`config.mk`:
```
export PLATFORM = sky130hd
export DESIGN_NAME = receive_adc_flat
export DESIGN_NICKNAME = d
export VERILOG_FILES = /design/src/rtl/receive_adc_if.sv /design/src/rtl/receive_adc.sv /design/src/flat_wrapper.sv
export SDC_FILE = /design/constraint.sdc
export NUM_CORES = 1
export LEC_CHECK = 0
export CAP_MARGIN = 20
export CELL_PAD_IN_SITES_DETAIL_PLACEMENT = 0
export CELL_PAD_IN_SITES_GLOBAL_PLACEMENT = 1
export CORE_UTILIZATION = 30
export DETAILED_ROUTE_END_ITERATION = 10
export PLACE_DENSITY_LB_ADDON = 0.1
export SLEW_MARGIN = 0
export SYNTH_ARGS = -nofsm -noshare
export SYNTH_HDL_FRONTEND = slang
export SYNTH_SLANG_ARGS = --single-unit
export TNS_END_PERCENT = 50
```
`constraint.sdc`:
```
create_clock -name i_sclk -period 2.18 [get_ports i_sclk]
set_clock_uncertainty 0.05 [all_clocks]
set_input_delay 0.436 -clock i_sclk [delete_from_list [all_inputs] [get_ports i_sclk]]
set_output_delay 0.436 -clock i_sclk [all_outputs]
set_load 0.01 [all_outputs]
```
`src/rtl/receive_adc_if.sv`:
```
// Parallel-side and serial-pin signals of the dual-channel ADC capture block.
// slave is the capture block, master is whoever requests frames and drives the pins.
interface receive_adc_if #(
    parameter int unsigned DATA_W = 12
);
    logic              start;
    logic              sdata0;
    logic              sdata1;
    logic              cs_n;
    logic [DATA_W-1:0] data0;
    logic [DATA_W-1:0] data1;
    logic              data_valid;
    logic              busy;
    logic              frame_err;

    modport master (
        output start, sdata0, sdata1,
        input  cs_n, data0, data1, data_valid, busy, frame_err
    );

    modport slave (
        input  start, sdata0, sdata1,
        output cs_n, data0, data1, data_valid, busy, frame_err
    );
endinterface

```
`src/rtl/receive_adc.sv`:
```
// Serial capture of two MSB-first ADC channels, one FRAME_W-bit frame per start request,
// presenting the low DATA_W bits of each channel with a one-cycle valid strobe.
module receive_adc #(
    parameter int unsigned DATA_W    = 12,
    parameter int unsigned FRAME_W   = 16,
    parameter int unsigned QUIET_CYC = 2
) (
    input logic            i_sclk,
    input logic            i_rst_n,
    receive_adc_if.slave   io_adc
);
    localparam int unsigned CW = $clog2(FRAME_W);
    localparam int unsigned QW = (QUIET_CYC > 1) ? $clog2(QUIET_CYC) : 1;

    typedef enum logic [1:0] {StIdle, StShift, StQuiet} state_e;

    state_e             r_state;
    state_e             w_state_next;
    logic [CW-1:0]      r_bit_cnt;
    logic [QW-1:0]      r_quiet_cnt;
    // Only the older FRAME_W-1 bits are stored; the newest bit comes straight from the pin.
    logic [FRAME_W-2:0] r_sr0;
    logic [FRAME_W-2:0] r_sr1;
    logic [FRAME_W-1:0] w_frame0;
    logic [FRAME_W-1:0] w_frame1;
    logic [DATA_W-1:0]  r_data0;
    logic [DATA_W-1:0]  r_data1;
    logic               r_data_valid;
    logic               r_frame_err;
    logic               w_last_bit;
    logic               w_quiet_done;
    logic               w_cs_n;
    logic               w_busy;

    assign w_frame0     = {r_sr0, io_adc.sdata0};
    assign w_frame1     = {r_sr1, io_adc.sdata1};
    assign w_last_bit   = (r_state == StShift) && (r_bit_cnt == CW'(FRAME_W - 1));
    assign w_quiet_done = (r_state == StQuiet) && (r_quiet_cnt == QW'(QUIET_CYC - 1));

    always_ff @(posedge i_sclk or negedge i_rst_n) begin
        if (!i_rst_n) begin
            r_state <= StIdle;
        end else begin
            r_state <= w_state_next;
        end
    end

    always_comb begin
        w_state_next = r_state;
        unique case (r_state)
            StIdle:  if (io_adc.start) w_state_next = StShift;
            StShift: if (w_last_bit)   w_state_next = StQuiet;
            StQuiet: if (w_quiet_done) w_state_next = StIdle;
            default: w_state_next = StIdle;
        endcase
    end

    always_comb begin
        w_cs_n = 1'b1;
        w_busy = 1'b1;
        unique case (r_state)
            StIdle:  w_busy = 1'b0;
            StShift: w_cs_n = 1'b0;
            StQuiet: w_cs_n = 1'b1;
            default: w_busy = 1'b0;
        endcase
    end

    always_ff @(posedge i_sclk or negedge i_rst_n) begin
        if (!i_rst_n) begin
            r_bit_cnt    <= '0;
            r_quiet_cnt  <= '0;
            r_sr0        <= '0;
            r_sr1        <= '0;
            r_data0      <= '0;
            r_data1      <= '0;
            r_data_valid <= 1'b0;
            r_frame_err  <= 1'b0;
        end else begin
            r_data_valid <= 1'b0;
            unique case (r_state)
                StIdle: begin
                    if (io_adc.start) begin
                        r_bit_cnt <= '0;
                        r_sr0     <= '0;
                        r_sr1     <= '0;
                    end
                end
                StShift: begin
                    r_sr0     <= w_frame0[FRAME_W-2:0];
                    r_sr1     <= w_frame1[FRAME_W-2:0];
                    r_bit_cnt <= r_bit_cnt + 1'b1;
                    if (w_last_bit) begin
                        r_data0      <= w_frame0[DATA_W-1:0];
                        r_data1      <= w_frame1[DATA_W-1:0];
                        r_data_valid <= 1'b1;
                        r_frame_err  <= (|w_frame0[FRAME_W-1:DATA_W])
                                      | (|w_frame1[FRAME_W-1:DATA_W]);
                        r_quiet_cnt  <= '0;
                    end
                end
                StQuiet: r_quiet_cnt <= r_quiet_cnt + 1'b1;
                default: ;
            endcase
        end
    end

    assign io_adc.cs_n       = w_cs_n;
    assign io_adc.busy       = w_busy;
    assign io_adc.data0      = r_data0;
    assign io_adc.data1      = r_data1;
    assign io_adc.data_valid = r_data_valid;
    assign io_adc.frame_err  = r_frame_err;
endmodule

```
`src/flat_wrapper.sv`:
```
// flat-port wrapper written by rule: the top's interface ports become plain ports
module receive_adc_flat 
#(
    parameter int unsigned DATA_W    = 12,
    parameter int unsigned FRAME_W   = 16,
    parameter int unsigned QUIET_CYC = 2
)
  (i_sclk, i_rst_n, io_adc_start, io_adc_sdata0, io_adc_sdata1, io_adc_cs_n, io_adc_data0, io_adc_data1, io_adc_data_valid, io_adc_busy, io_adc_frame_err);
  receive_adc_if #(.DATA_W(DATA_W)) io_adc_i ();
  input logic i_sclk;
  input logic i_rst_n;
  input wire logic [$bits(io_adc_i.start)-1:0] io_adc_start;
  input wire logic [$bits(io_adc_i.sdata0)-1:0] io_adc_sdata0;
  input wire logic [$bits(io_adc_i.sdata1)-1:0] io_adc_sdata1;
  output wire logic [$bits(io_adc_i.cs_n)-1:0] io_adc_cs_n;
  output wire logic [$bits(io_adc_i.data0)-1:0] io_adc_data0;
  output wire logic [$bits(io_adc_i.data1)-1:0] io_adc_data1;
  output wire logic [$bits(io_adc_i.data_valid)-1:0] io_adc_data_valid;
  output wire logic [$bits(io_adc_i.busy)-1:0] io_adc_busy;
  output wire logic [$bits(io_adc_i.frame_err)-1:0] io_adc_frame_err;
  assign io_adc_i.start = io_adc_start;
  assign io_adc_i.sdata0 = io_adc_sdata0;
  assign io_adc_i.sdata1 = io_adc_sdata1;
  assign io_adc_cs_n = io_adc_i.cs_n;
  assign io_adc_data0 = io_adc_i.data0;
  assign io_adc_data1 = io_adc_i.data1;
  assign io_adc_data_valid = io_adc_i.data_valid;
  assign io_adc_busy = io_adc_i.busy;
  assign io_adc_frame_err = io_adc_i.frame_err;
  receive_adc #(.DATA_W(DATA_W), .FRAME_W(FRAME_W), .QUIET_CYC(QUIET_CYC)) u_core (.i_sclk(i_sclk), .i_rst_n(i_rst_n), .io_adc(io_adc_i));
endmodule
```
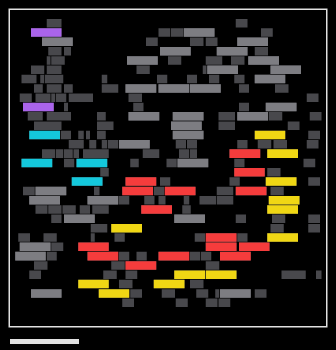
(run_1/flops_by_reg.png)
Scale bar: 20 µm. Other sequential cells in the stronger gray, the rest of the logic in the fainter gray.
`u_core.io_adc.data1` -> yellow  # placed flops 12
`u_core.r_sr1` -> red  # placed flops 15
`u_core.r_bit_cnt` -> cyan  # placed flops 4, where middle left
`u_core.r_state` -> purple  # placed flops 2
fraction of the core area covered by cells at the end of the flow: 0.399
footprint of the flip-flops and latches: 1580 µm²
Seq. pwr: 0.00147 W
sequential cell area share: 0.506

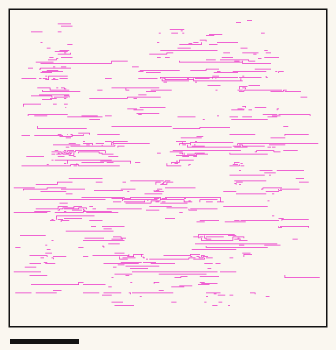
(run_1/layer_met1.png)
Scale bar: 20 µm.
nets with wire on the layer = 180
wire length on this layer = 2080 µm
share of all routed wire = 47%
total wire length: 4410 µm
via count: 1480

==> results.toml, run 1 <==
# flow metrics
[status]
status = "finished, final reports clean"

[die]
die_area_um2 = 8510
initCoreUtil = 0.313
floorplan.core_area_um2 = 7810
pin_count = 33
placement_rows = 32

[power_and_ir_drop]
report.power.total_w = 0.00323
power_frac_clock = 0.277
power_frac_seq = 0.455
vdd_drop_max_mv = 0.878
power.combinational.fraction = 0.268
cell_internal_power_w = 0.00221
sw_frac_of_total = 0.316
power.largest_group = "sequential cells"
p_leak_nw = 1.50

[synthesis]
synth.yosys.seq_area_share = 0.645
yosys.area_share.adder = 0.0256
post_synth_instance_area_um2 = 2440
synthSimpleGateAreaFrac = 0.0271
synth.comb.largest_family = "AND-OR/OR-AND gates"
area_share_of_the_largest_cell_type_after_synthesis = 0.645
numSynthFlops = 63
ys_async_sr_fraction = 1.00
post_synth_mux_area_share = 0.135
postSynth.topFlopCell = "dfrtp_1"
post_synthesis_area_per_instance_um2 = 15.3
edf_count = 0
ys_chip_area_um2 = 2440
ys.warnings.count = 0
compound_area_frac = 0.139

[grt]
grt_most_used_layer = "met2"
groute.layer.met2.usage = 0.182
grt.met1_usage = 0.155
gr-usage-all-layers = 0.118
first_global_vias = 1588
grt_antenna_before_repair = 0
gr-usage-met3 = 0.0265
grt.overflow.total = 0
maximum_number_of_pins_on_one_net_before_global_route_repair = 64

[finish]
final_layout_top_logic_cell = "dfrtp_1"
instances_no_fill = 307
largest_registers = "u_core.r_sr0 (15), u_core.r_sr1 (15)"
layout_cell_share_with_drive_strength_beyond_1 = 0.259
areaGrowthSynthToFinish_pct = 27.4
layout_top_cells_excl_fill_tap = "63 x dfrtp_1, 31 x a22o_1, 29 x clkdlybuf4s50_1, 28 x mux2_2, 11 x clkbuf_8"
filler_cell_count = 742
net_count_of_the_finished_layout = 210

[clock_network]
cts_root_buf = "clkbuf_8"
cts-resized-gates = 0
numCtsBuffers = 9
clock_pin_slew_of_the_registers_on_the_worst_case_setup_and_hold_paths_ns = 0.07
cts-root-to-sink-buffers = 2
post-cts-setup-buffer-count = 0
clock_tree_from_tritoncts = "built"

[place]
placement.cell_area_um2 = 2930
dp_hpwl_um = 2680
post-place-cells = 291
routability_cong = 0.707
detailedPlace.worstSlack_ns = 0.264

[setup_path]
critical_path.reg2reg.endpoint = "u_core.r_bit_cnt[2]$_DFFE_PN0P_"
crit_type = "reg -> out"
r2r_slack_ns = 0.47
critical_path_arrival_ns = 1.29
critPathRequiredTime_ns = 1.69
timing.critical_path.to_type = "output pin"
setup.worst_path.end = "io_adc_busy"
reg2reg_from = "u_core.r_state[0]$_DFFE_PN0P_"
reg2reg_depth = 6
critPathLaunchType = "flip-flop"
setup.worst_path.start = "u_core.r_state[0]$_DFFE_PN0P_"

[timing]
fin_crit_ns = 1.78
maxSlewHeadroom = 0.781
tightest_slew_ns = 0.329
setup_viol = 0
setup_slack_ns = 0.402
rsz_0062_raised_after_global_routing = "false"
worst_hold_slack_ns = 0.0729

[job]
warnings = 29
max-cap-violations = 0

[routing]
post_drt_via_cell_ratio = 4.82
drc = 0
firstDrtPassIters = 4
detailedRoute.firstIterationViolations = 74
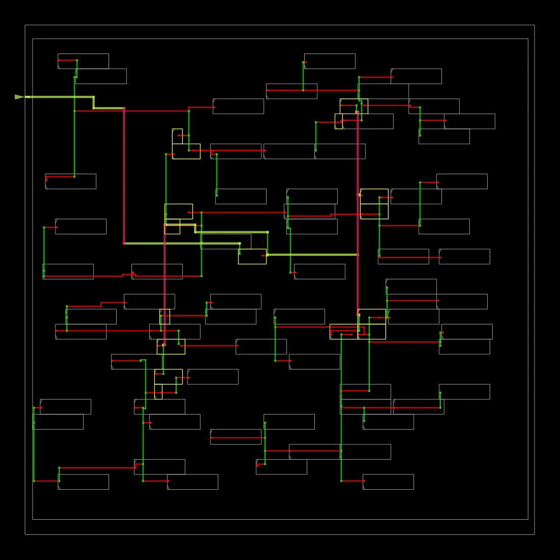
(run_1/clocks.png)
latest clock arrival within the worst-skew pair: 0.32 ns
clock sink count: 63
Clock net power: 0.000893 W
num sequential: 63
final-layout clock buffer total: 13

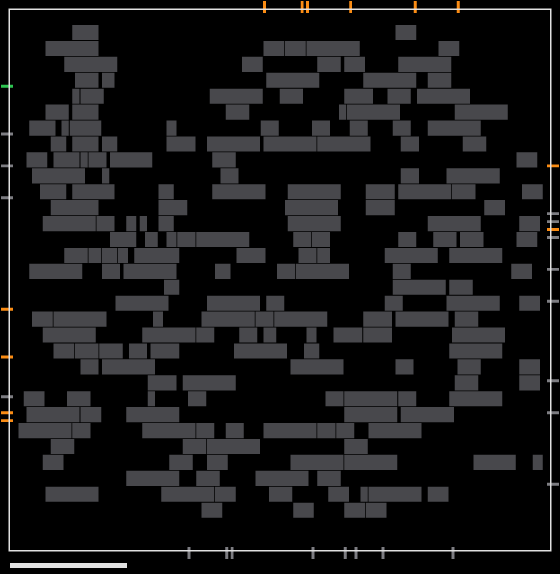
(run_1/io_placement.png)
Scale bar: 20 µm. Pins as bars across the die edge, other pins in gray.
`i_sclk` -> green  # pins 1, direction input, edge left
`io_adc_data0` -> orange  # pins 12, direction output, edge 6 top, 4 left, 2 right
Die Width: 92.3 µm
Die H: 92.3 µm
number of I/O port buffers: 32

run 1: critical path: stages (launching register included):
cell	delay, ns
dfrtp_1	0.41
inv_1	0.09
ha_1	0.30
dlymetal6s2s_1	0.17
run 1: routing by layer:
metal,vias up,share of wire
li1,677,-
met1,763,0.47
met2,32,0.48
met3,8,0.034
met4,0,0.019
met5,-,0
run 1: area by class of cell:
cell class	instances	share of cell area
Tap cell	102	0.0410
Inverter	5	0.00603
Multi-Input combinational cell	83	0.260
Sequential cell	63	0.506
Clock inverter	3	0.00563
Clock buffer	13	0.0510
Timing Repair Buffer	38	0.129
run 1: cell usage after synthesis, types with 2 or more instances:
library cell	number
dfrtp_1	63
a21oi_1	2
nand3_1	2
buf_2	7
mux2_2	28
buf_4	2
a22o_1	31
ha_1	5
inv_1	5
nor2b_1	2
nor4_1	2
==> inputs of run 2 (changes only) <==
==> constraint.sdc (replaced) <==
create_clock -name i_sclk -period 1.5 [get_ports i_sclk]
set_clock_uncertainty 0.05 [all_clocks]
set_input_delay 0.3 -clock i_sclk [delete_from_list [all_inputs] [get_ports i_sclk]]
set_output_delay 0.3 -clock i_sclk [all_outputs]
set_load 0.01 [all_outputs]
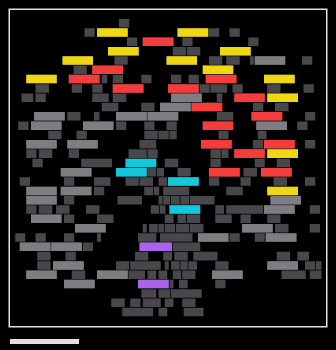
(run_2/flops_by_reg.png)
Scale bar: 20 µm. Other sequential cells in the stronger gray, the rest of the logic in the fainter gray.
`u_core.r_sr1` -> red  # placed flops 15
`u_core.r_state` -> purple  # placed flops 2
`u_core.io_adc.data1` -> yellow  # placed flops 12
`u_core.r_bit_cnt` -> cyan  # placed flops 4, where center
fraction of the core area covered by cells at the end of the flow: 0.444
sequential cell area share: 0.456

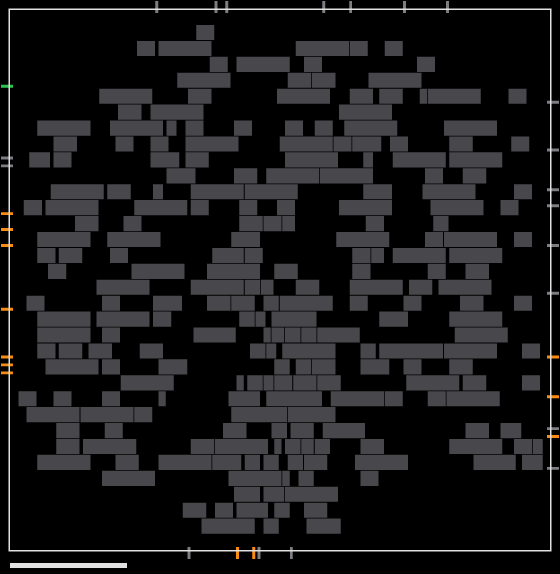
(run_2/io_placement.png)
Scale bar: 20 µm. Pins as bars across the die edge, other pins in gray.
`io_adc_data0` -> orange  # pins 12, direction output, edge 7 left, 3 right, 2 bottom
`i_sclk` -> green  # pins 1, direction input, edge left

==> results.toml, run 2 <==
# flow metrics
[power_and_ir_drop]
report.power.total_w = 0.00576
p_leak_nw = 1.79
power_frac_seq = 0.372
power.combinational.fraction = 0.385
vdd_drop_max_mv = 0.596
cell_internal_power_w = 0.00395
power.largest_group = "combinational cells"
power_density_nw_per_um2 = 1660
power.sequential.total_w = 0.00214
power_frac_clock = 0.243
p_sw_w = 0.00180
sw_frac_of_total = 0.313
pg_comb_w = 0.00222

[clock_network]
cts-root-to-sink-buffers = 2
clock_tree_from_tritoncts = "built"
cts_root_buf = "clkbuf_8"
clock_tree.htree_level_count = 3
clock-sinks = 63
clock_pin_slew_of_the_registers_on_the_worst_case_setup_and_hold_paths_ns = 0.07
clock_latency_ns = 0.32

[routing]
drc = 0
firstDrtPassIters = 4
vias = 1599
drt-met1-wl_um = 2380
drt-wirelength-per-cell_um = 14.8
routed_wirelength_um = 4960
topRoutingLayerUsed = "met4"
ant_nets_after_route = 0
detailedRoute.firstIterationViolations = 58
wl_met2_um = 2350
wl_met3_um = 139
post_drt_via_cell_ratio = 4.77

[synthesis]
synth.most_common_cell = "dfrtp_1"
synthSimpleGateAreaFrac = 0.0271
post_synth_mux_area_share = 0.135
largest_area_cell = "dfrtp_1"
numSynthFlops = 63
post_synth_inst_count = 160
yosys-top-cells-area = "dfrtp_1 65%, mux2_2 13%, a22o_1 11%"
synth.net_count = 170
synth.yosys.seq_area_share = 0.645
edf_count = 0
compound_area_frac = 0.139
synth.comb.largest_family = "AND-OR/OR-AND gates"
post_synthesis_area_per_instance_um2 = 15.3
common_cells = "63 x dfrtp_1, 31 x a22o_1, 28 x mux2_2"
yosys.area_share.adder = 0.0256
area_share_of_the_largest_cell_type_after_synthesis = 0.645
synth.yosys.num_cells = 160
ys.warnings.count = 0
ys_async_sr_fraction = 1.00
ys_chip_area_um2 = 2440
post_synth_instance_area_um2 = 2440
postSynth.topFlopCell = "dfrtp_1"
synth.distinct_cells = 22
synth_xor_xnor_area_share = 0

[die]
floorplan.core_area_um2 = 7810
chipHeight_um = 92.3
initCoreUtil = 0.313
pin_count = 33
dieWidth_um = 92.3
die_area_um2 = 8510
placement_rows = 32

[setup_path]
timing.critical_path.cells = "inv_2, buf_6, ha_4, nor2b_4, a221oi_4, mux2_4"
cp_peak_stage_delay_ns = 0.42
reg2reg_from = "u_core.r_state[0]$_DFFE_PN0P_"
crit_family = "flip-flops"
worst_path_buffer_plus_inverter_count = 2
critPathLaunchType = "flip-flop"
setup.worst_path.start = "u_core.r_state[0]$_DFFE_PN0P_"
crit_type = "reg -> reg"
reg2reg_depth = 6
worstPathMaxFanout = 3
timing.critical_path.to_type = "flip-flop"
crit_slowest_cell = "dfrtp_2"
critical_path.reg2reg.endpoint = "u_core.r_state[0]$_DFFE_PN0P_"
critPathRequiredTime_ns = 1.66
r2r_slack_ns = -0.14
critical_path_arrival_ns = 1.80
timing.critical_path.depth = 6
setup.worst_path.end = "u_core.r_state[0]$_DFFE_PN0P_"

[grt]
grt.overflow.total = 0
grt_most_used_layer = "met2"
first_global_vias = 1697
grt_pass1_wl_um = 8630
gr-usage-met3 = 0.0299
groute.layer.met2.usage = 0.203
grt_antenna_before_repair = 0
maximum_number_of_pins_on_one_net_before_global_route_repair = 64
grt.met1_usage = 0.178
gr-usage-all-layers = 0.132

[timing]
maxSlewHeadroom = 0.741
final_min_period_over_clock_period = 1.09
final-hold-violation-count = 0
setup_slack_ns = -0.139
tightest_slew_ns = 0.385
rsz_0062_raised_after_global_routing = "true"
fin_crit_ns = 1.64
setup_viol = 63
finalMaxSlewViolations = 0
worst_hold_slack_ns = 0.427
fmaxAchievable_mhz = 610
setup_total_negative_slack_ns = -4.00

[place]
routability_cong = 0.731
dp_hpwl_um = 2890
detailedPlace.worstSlack_ns = -0.226
io_buffer_count = 32
placement.cell_area_um2 = 3060
post-place-cells = 306

[finish]
final_layout_top_logic_cell = "dfrtp_1"
final_design_area_no_fill_um2 = 3460
filler_cell_count = 759
layout_top_cells_excl_fill_tap = "62 x dfrtp_1, 31 x a22o_1, 26 x mux2_2, 26 x dlygate4sd2_1"
antennaDiodeCount = 0
net_count_of_the_finished_layout = 238
largest_registers = "u_core.r_sr0 (15), u_core.r_sr1 (15)"
instances_no_fill = 335
layout_cell_share_with_drive_strength_beyond_1 = 0.399
areaGrowthSynthToFinish_pct = 41.7

[min_path]
hold_path_class = "reg -> reg"
hold_path_depth = 1
hp-start = "u_core.io_adc.frame_err$_DFFE_PN0P_"
hold-path-endpoint = "u_core.io_adc.frame_err$_DFFE_PN0P_"

[status]
status = "finished with violations"
violations_in_the_final_reports = "negative setup slack"

[job]
warnings = 32
max-cap-violations = 0
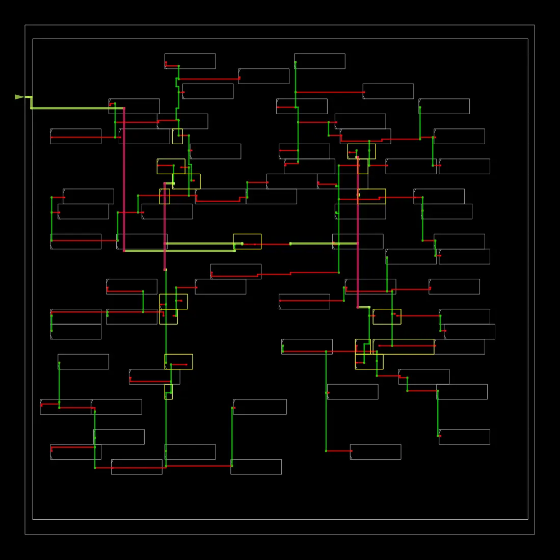
(run_2/clocks.png)
Clock net power: 0.00140 W
number of buffers created by CTS: 9

[run 2: what timing repair did]
| item | 4_1_cts | 5_1_grt |
|---|---|---|
| buffers inserted | 11 | 1 |
| pin swaps | 20 | 3 |
| hold buffers | 1 | 0 |
| gates cloned | 3 | 0 |
| endpoints found under the hold margin | 63 | 0 |
| setup endpoints to repair | 88 | 64 |
| resized | 62 | 9 |
[run 2: area by class of cell]
type	count	area, µm²	area share
Sequential cell	63	1580	0.456
Tap cell	102	128	0.0368
Clock inverter	6	61.3	0.0177
Multi-Input combinational cell	83	888	0.257
Timing Repair Buffer	66	659	0.190
Inverter	5	21.3	0.00614
Clock buffer	10	128	0.0368
==> inputs of run 3 (changes only) <==
--- a/config.mk
+++ b/config.mk
@@ -8,7 +8,7 @@
 export CAP_MARGIN = 20
 export CELL_PAD_IN_SITES_DETAIL_PLACEMENT = 0
 export CELL_PAD_IN_SITES_GLOBAL_PLACEMENT = 1
-export CORE_UTILIZATION = 30
+export CORE_UTILIZATION = 40
 export DETAILED_ROUTE_END_ITERATION = 10
 export PLACE_DENSITY_LB_ADDON = 0.1
 export SLEW_MARGIN = 0
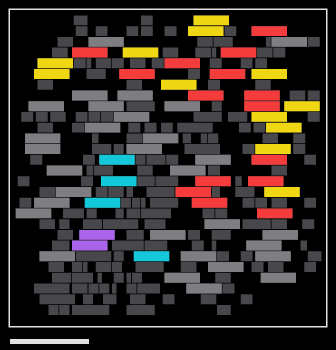
(run_3/flops_by_reg.png)
Scale bar: 20 µm. Other sequential cells in the stronger gray, the rest of the logic in the fainter gray.
`u_core.io_adc.data1` -> yellow  # placed flops 12
`u_core.r_sr1` -> red  # placed flops 15
`u_core.r_state` -> purple  # placed flops 2
`u_core.r_bit_cnt` -> cyan  # placed flops 4
not colored = 30
fraction of the core area covered by cells at the end of the flow: 0.580
Seq. pwr: 0.00214 W

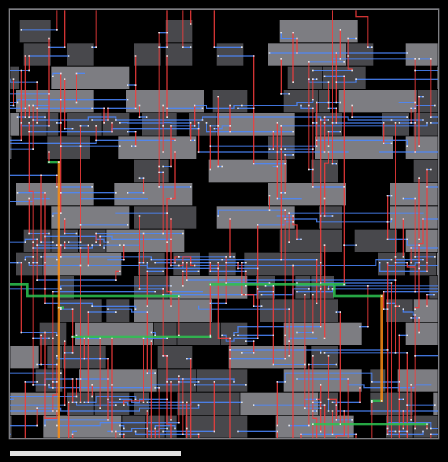
(run_3/detail.png)
Scale bar: 20 µm. Window x 15 to 65, y 30 to 80 µm. Cells in gray, sequential cells in the stronger gray; small squares are vias.
metal 1 -> blue
metal 2 -> red
metal 4 -> orange
metal 3 -> green
most frequent = dfrtp_1 (31), a22o_1 (24), mux2_2 (9)
sequential cells in the window = 31
netlist names of flops here include = `u_core.r_sr1` (12), `u_core.r_sr0` (9), `u_core.io_adc.data1` (4)
cells with their middle in the window = 106

==> results.toml, run 3 <==
# flow metrics
[power_and_ir_drop]
power.combinational.fraction = 0.407
power_density_nw_per_um2 = 1650
cell_internal_power_w = 0.00383
pg_comb_w = 0.00231
power.largest_group = "combinational cells"
vdd_drop_max_mv = 1.11
power_frac_clock = 0.214
power_frac_seq = 0.379
sw_frac_of_total = 0.324

[synthesis]
synth.yosys.num_cells = 160
yosys-top-cells-area = "dfrtp_1 65%, mux2_2 13%, a22o_1 11%"
synth.net_count = 170
post_synthesis_area_per_instance_um2 = 15.3
largest_area_cell = "dfrtp_1"
common_cells = "63 x dfrtp_1, 31 x a22o_1, 28 x mux2_2"
ys.warnings.count = 0
synth.distinct_cells = 22
area_share_of_the_largest_cell_type_after_synthesis = 0.645
ys_chip_area_um2 = 2440
post_synth_instance_area_um2 = 2440
numSynthFlops = 63
synth.most_common_cell = "dfrtp_1"
synth.yosys.seq_area_share = 0.645

[place]
io_buffer_count = 32
detailedPlace.worstSlack_ns = -0.208
dp_hpwl_um = 2970
placement.cell_area_um2 = 3050

[clock_network]
postCtsHoldBufs = 1
clock_tree.htree_level_count = 3
clock-sinks = 63
clock_pin_slew_of_the_registers_on_the_worst_case_setup_and_hold_paths_ns = 0.07
numCtsBuffers = 9
clock_tree_from_tritoncts = "built"
cts-resized-gates = 53
cts_root_buf = "clkbuf_8"
post-cts-setup-buffer-count = 5

[timing]
rsz_0062_raised_after_global_routing = "true"
final-hold-violation-count = 0
setup_viol = 62
worst_hold_slack_ns = 0.353
fin_crit_ns = 1.60
setup_total_negative_slack_ns = -3.44
tightest_slew_ns = 0.343
maxSlewHeadroom = 0.772
final_min_period_over_clock_period = 1.07
setup_slack_ns = -0.102
fmaxAchievable_mhz = 624

[die]
chipHeight_um = 80.2
dieWidth_um = 80.2
initCoreUtil = 0.413

[setup_path]
worstPathMaxFanout = 7
setup.worst_path.start = "u_core.r_state[1]$_DFFE_PN0P_"
r2r_slack_ns = -0.10
crit_type = "reg -> reg"
reg2reg_depth = 8
critical_path_arrival_ns = 1.76
critical_path.reg2reg.endpoint = "u_core.r_bit_cnt[3]$_DFFE_PN0P_"
setup.worst_path.end = "u_core.r_bit_cnt[3]$_DFFE_PN0P_"
critPathRequiredTime_ns = 1.66
timing.critical_path.to_type = "flip-flop"

[finish]
layout_cell_share_with_drive_strength_beyond_1 = 0.393
areaGrowthSynthToFinish_pct = 40.5
layout_top_cells_excl_fill_tap = "63 x dfrtp_1, 31 x a22o_1, 26 x mux2_2, 26 x dlygate4sd2_1, 15 x buf_4"
final_design_area_no_fill_um2 = 3430
final_layout_top_logic_cell = "dfrtp_1"
antennaDiodeCount = 0
net_count_of_the_finished_layout = 234
instances_no_fill = 304

[grt]
first_global_vias = 1611
grt.overflow.total = 0
groute.layer.met2.usage = 0.257
grt_most_used_layer = "met2"
gr-usage-met3 = 0.0545
gr-usage-all-layers = 0.171
maximum_number_of_pins_on_one_net_before_global_route_repair = 33

[routing]
drt-wirelength-per-cell_um = 16.1
topRoutingLayerUsed = "met4"
vias = 1592
detailedRoute.firstIterationViolations = 75
drc = 0
post_drt_via_cell_ratio = 5.24
routed_wirelength_um = 4880
ant_nets_after_route = 0
wl_met3_um = 158

[job]
max-cap-violations = 0
warnings = 32

[status]
status = "finished with violations"
violations_in_the_final_reports = "negative setup slack"
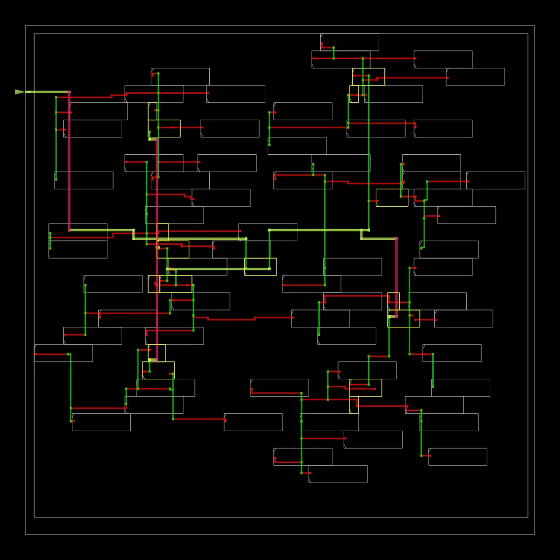
(run_3/clocks.png)
final-layout clock buffer total: 12
Clock net power: 0.00121 W
latest clock arrival within the worst-skew pair: 0.33 ns

## run 3: cell count changes in the layout (fill, tap and decap cells not counted), sizes merged
cell and change:
clkbuf +3, buf -5, bufinv -1, clkinv -1
## run 3: worst max-delay path, cell delays in order, from the launching register on
cell and delay (ns):
dfrtp_1 0.41, inv_2 0.13, ha_4 0.17, buf_6 0.12
mux2i_4 0.07, buf_12 0.15, buf_6 0.12, a22oi_2 0.18
o41ai_2 0.09
## run 3: layout make-up
cell class	instances	area (µm²)
inverters	5	18.8
multi-input cells	83	928
well taps	75	93.8
flip-flops and latches	63	1580
clock inverters	4	22.5
fillers	490	2490
clock buffers	12	135
repair buffers	62	658
## run 3: logic make-up after synthesis
family,share of synthesized area
compound gates,0.139
fa+ha+maj,0.0256
buf+inv,0.0282
flops,0.645
mux,0.135
simple gates,0.0271
Power figures rest on the tool's default switching activity, not on a simulated workload.
